File: src/rtl/serial_pkg.sv
// Shared line-protocol definitions for the serial frame receiver and transmitter.
package serial_pkg;
  localparam logic [1:0] ST_IDLE   = 2'd0;
  localparam logic [1:0] ST_DATA   = 2'd1;
  localparam logic [1:0] ST_PARITY = 2'd2;
  localparam logic [1:0] ST_STOP   = 2'd3;

  localparam logic LINE_IDLE = 1'b1;

  typedef enum logic [1:0] {
    IDLE   = ST_IDLE,
    DATA   = ST_DATA,
    PARITY = ST_PARITY,
    STOP   = ST_STOP
  } rx_state_t;
endpackage

File: src/rtl/serial_frame_rx.sv
// Serial frame receiver: start bit, DATA_W bits LSB-first, optional even parity, stop bit.
// Word and error flags are registered and qualified by a one-cycle data_valid pulse.
module serial_frame_rx
  import serial_pkg::*;
#(
  parameter int DATA_W    = 8,
  parameter int PARITY_EN = 1
) (
  input  logic              clk,
  input  logic              rst,
  input  logic              din,
  output logic [DATA_W-1:0] data_out,
  output logic              data_valid,
  output logic              parity_err,
  output logic              frame_err,
  output logic              busy
);
  localparam int CNT_W = $clog2(DATA_W + 1);

  rx_state_t         state;
  logic [CNT_W-1:0]  cnt;
  logic [DATA_W-1:0] shreg;
  logic [DATA_W-1:0] din_msb;
  logic [DATA_W-1:0] shreg_nxt;
  logic              err_p;

  // Right shift with the new bit entering at the MSB; works for DATA_W=1 too.
  always_comb begin
    din_msb = '0;
    din_msb[DATA_W-1] = din;
    shreg_nxt = (shreg >> 1) | din_msb;
  end

  always_ff @(posedge clk or posedge rst) begin
    if (rst) begin
      state      <= IDLE;
      cnt        <= '0;
      shreg      <= '0;
      err_p      <= 1'b0;
      data_out   <= '0;
      data_valid <= 1'b0;
      parity_err <= 1'b0;
      frame_err  <= 1'b0;
      busy       <= 1'b0;
    end else begin
      data_valid <= 1'b0;
      parity_err <= 1'b0;
      frame_err  <= 1'b0;
      case (state)
        IDLE: begin
          if (din != LINE_IDLE) begin
            state <= DATA;
            cnt   <= '0;
            busy  <= 1'b1;
          end
        end
        DATA: begin
          shreg <= shreg_nxt;
          cnt   <= cnt + 1'b1;
          if (cnt == CNT_W'(DATA_W - 1))
            state <= (PARITY_EN != 0) ? PARITY : STOP;
        end
        PARITY: begin
          err_p <= ^{shreg, din};
          state <= STOP;
        end
        STOP: begin
          data_out   <= shreg;
          data_valid <= 1'b1;
          parity_err <= (PARITY_EN != 0) ? err_p : 1'b0;
          frame_err  <= ~din;
          state      <= IDLE;
          busy       <= 1'b0;
        end
      endcase
    end
  end
endmodule

File: config.mk
export PLATFORM = sky130hd
export DESIGN_NAME = serial_frame_rx
export DESIGN_NICKNAME = d
export VERILOG_FILES = /design/src/rtl/serial_pkg.sv /design/src/rtl/serial_frame_rx.sv
export SDC_FILE = /design/constraint.sdc
export NUM_CORES = 1
export LEC_CHECK = 0
export CAP_MARGIN = 20
export CORE_MARGIN = 1
export CORE_UTILIZATION = 40
export CTS_CLUSTER_DIAMETER = 50
export DETAILED_ROUTE_END_ITERATION = 6
export GPL_TIMING_DRIVEN = 0
export SYNTH_ARGS = -nofsm -noshare
export SYNTH_HDL_FRONTEND = slang
export SYNTH_SLANG_ARGS = --single-unit
export TNS_END_PERCENT = 50
File: constraint.sdc
create_clock -name clk -period 2 [get_ports clk]
set_input_delay 0.5 -clock clk [delete_from_list [all_inputs] [get_ports clk]]
set_output_delay 0.5 -clock clk [all_outputs]
set_load 0.1 [all_outputs]
==> impl_results.html <==
<h3>Flow metrics</h3>
<table>
<tr><th>Metric</th><th>Value</th></tr>
<tr><th colspan="2">Clock network</th></tr>
<tr><td>Late-Pin Clk Latency</td><td>320 ps</td></tr>
<tr><td>Post-cts resize count</td><td>34</td></tr>
<tr><td>Clock transition at the register clock pins on the worst setup and hold paths after CTS</td><td>140 ps</td></tr>
<tr><td>Maximum buffer depth of the clock tree</td><td>2</td></tr>
<tr><td>Max H-tree Level</td><td>1</td></tr>
<tr><td>CTS buffer count</td><td>3</td></tr>
<tr><td>CTS tree</td><td>done</td></tr>
<tr><td>Sink count of the clock tree</td><td>27</td></tr>
<tr><td>Hold buffer count at cts</td><td>0</td></tr>
<tr><th colspan="2">Cells and area</th></tr>
<tr><td>Area growth from synthesis to layout</td><td>19.8%</td></tr>
<tr><td>Sequential cells</td><td>27</td></tr>
<tr><td>Fill cell total of the finished layout</td><td>265</td></tr>
<tr><td>Number of antenna diodes</td><td>0</td></tr>
<tr><td>Layout cell share with drive strength beyond 1</td><td>0.318</td></tr>
<tr><td>Post-Layout Cell Count</td><td>138</td></tr>
<tr><td>Mi-comb count</td><td>55</td></tr>
<tr><td>Proportion of cell area spent on the clock network</td><td>0.0185</td></tr>
<tr><td>Top Layout Cells</td><td>sky130_fd_sc_hd__dfrtp_1 (27), sky130_fd_sc_hd__mux2_2 (16), sky130_fd_sc_hd__clkdlybuf4s15_2 (10)</td></tr>
<tr><td>Final standard cell area without fillers</td><td>1420 µm²</td></tr>
<tr><th colspan="2">Global routing</th></tr>
<tr><td>Overall Global Routing Usage</td><td>0.143</td></tr>
<tr><td>Met2 GRT Util</td><td>0.232</td></tr>
<tr><td>Vias in the first global route</td><td>720</td></tr>
<tr><td>Total gr overflow</td><td>0</td></tr>
<tr><td>First-pass GRT wire length</td><td>3.42 mm</td></tr>
<tr><th colspan="2">Die</th></tr>
<tr><td>Die outline height</td><td>56.5 µm</td></tr>
<tr><td>Die X-Extent</td><td>56.5 µm</td></tr>
<tr><th colspan="2">Worst setup path</th></tr>
<tr><td>Worst endpoint required time</td><td>2230 ps</td></tr>
<tr><td>Slowest-stage cell, CP</td><td>sky130_fd_sc_hd__clkbuf_1</td></tr>
<tr><td>Buffers plus inverters on the worst setup path</td><td>2</td></tr>
<tr><td>Crit path capture type</td><td>register</td></tr>
<tr><td>Data arrival time of the critical path</td><td>2020 ps</td></tr>
<tr><td>Critical Path Start Type</td><td>register</td></tr>
<tr><th colspan="2">Timing</th></tr>
<tr><td>Worst clock skew</td><td>6.82 ps</td></tr>
<tr><td>Final worst-path cycle share</td><td>0.897</td></tr>
<tr><td>Final Max Tran Viols</td><td>0</td></tr>
<tr><td>Count of endpoints failing hold in the final timing report</td><td>0</td></tr>
<tr><td>Relative slew margins</td><td>0.640</td></tr>
<tr><td>Final critical delay including setup and external delays</td><td>1790 ps</td></tr>
<tr><td>Setup repair after global routing missed its margin</td><td>no</td></tr>
<tr><td>Final WS setup</td><td>206 ps</td></tr>
<tr><th colspan="2">Routing</th></tr>
<tr><td>Per-cell routed wire length</td><td>13.9 µm</td></tr>
<tr><td>Total met2 wirelength after detailed routing</td><td>940 µm</td></tr>
<tr><td>Met1 Wirelength</td><td>865 µm</td></tr>
<tr><td>Number of remaining DRC errors</td><td>0</td></tr>
<tr><th colspan="2">Synthesis</th></tr>
<tr><td>Commonest cells in the synthesized netlist</td><td>sky130_fd_sc_hd__dfrtp_1 (27), sky130_fd_sc_hd__mux2_2 (16), sky130_fd_sc_hd__nand2_1 (6), sky130_fd_sc_hd__ha_1 (5), sky130_fd_sc_hd__o21ai_0 (5)</td></tr>
<tr><td>Area fraction in mux cells</td><td>0.173</td></tr>
<tr><td>Post-Synthesis Mean Instance Area</td><td>13.5 µm²</td></tr>
<tr><td>Most used DFF post-synth</td><td>sky130_fd_sc_hd__dfrtp_1</td></tr>
<tr><td>Most used standard cell by instance count after synthesis</td><td>sky130_fd_sc_hd__dfrtp_1</td></tr>
<tr><td>Fraction of registers with async set/reset</td><td>1.00</td></tr>
<tr><td>Post-Synthesis Net Count</td><td>96</td></tr>
<tr><td>Tally of unique sky130hd cells used after synthesis</td><td>24</td></tr>
<tr><td>Synth Area in Compound Gates</td><td>0.0611</td></tr>
<tr><td>Synthesized netlist cell count</td><td>88</td></tr>
<tr><td>Post-synth seq share</td><td>0.569</td></tr>
<tr><td>Post-synthesis chip area from yosys</td><td>1190 µm²</td></tr>
<tr><td>Number of cells in the yosys synthesis report</td><td>88</td></tr>
<tr><td>Mapped cell area</td><td>1190 µm²</td></tr>
<tr><th colspan="2">Status</th></tr>
<tr><td>Result of the run</td><td>completed</td></tr>
<tr><th colspan="2">Place</th></tr>
<tr><td>Port bufs</td><td>14</td></tr>
<tr><td>Setup slack after placement</td><td>-17.9 ps</td></tr>
<tr><td>Placed insts</td><td>133</td></tr>
<tr><th colspan="2">Flow run</th></tr>
<tr><td>Max Cap Viol</td><td>0</td></tr>
</table>
[final timing paths]
check,slack [ps],cells past startpoint,end,start
worst min-delay path,470,2,cnt[1],rst
worst max-delay path,210,4,shreg[4],state[1]
max in group asynchronous,1080,3,state[1],rst
worst min register to register,520,1,parity_err,err_p
min in group clk,520,1,parity_err,err_p
worst max register to register,210,4,shreg[4],state[1]
[flip-flops by register name, indices dropped and copies added (netlist names)]
signal / flops
data_valid: 1
state: 2
shreg: 8
data_out: 8
parity_err: 1
frame_err: 1
busy: 1
err_p: 1
cnt: 4
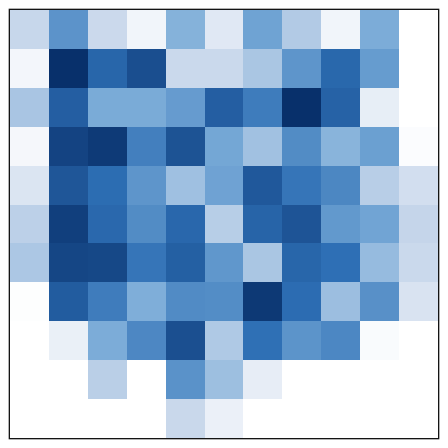
Fig. 1. Local utilization.
11 x 11 tiles, from white (low) to dark blue (high), 0 to 100% covered.
fullest tile: 100%
mean over tiles: 43%
nearly empty tiles: 19%
emptiest ninth of the die: south-east
tiles over 75% full: 22%
final design utilization: 0.511
floorplan-stage core utilization: 0.427
CORE AREA: 2780 µm²

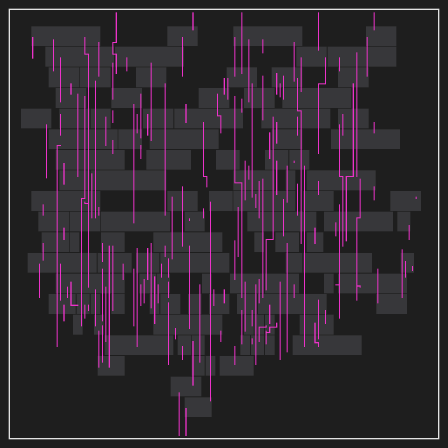
Fig. 2. Met2 routing.
nets with wire on the layer: 99
share of all routed wire: 49%
main direction: vertical
wire length on this layer: 940 µm
longest straight run: 30.8 µm
wire length after detailed routing: 1.91 mm
total vias in the final route: 715

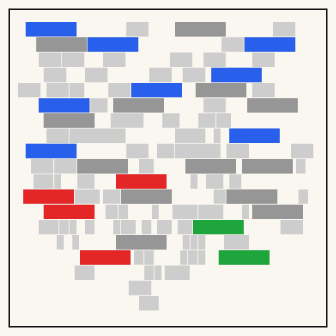
Fig. 3. Where the registers sit.
Other sequential cells in the stronger gray, the rest of the logic in the fainter gray.
[red] cnt | sequential cells: 4 | where: west
[green] state | sequential cells: 2
[blue] data_out | sequential cells: 8
share of cell area taken by flip-flops and latches: 0.475
FF/Latch Area: 676 µm²

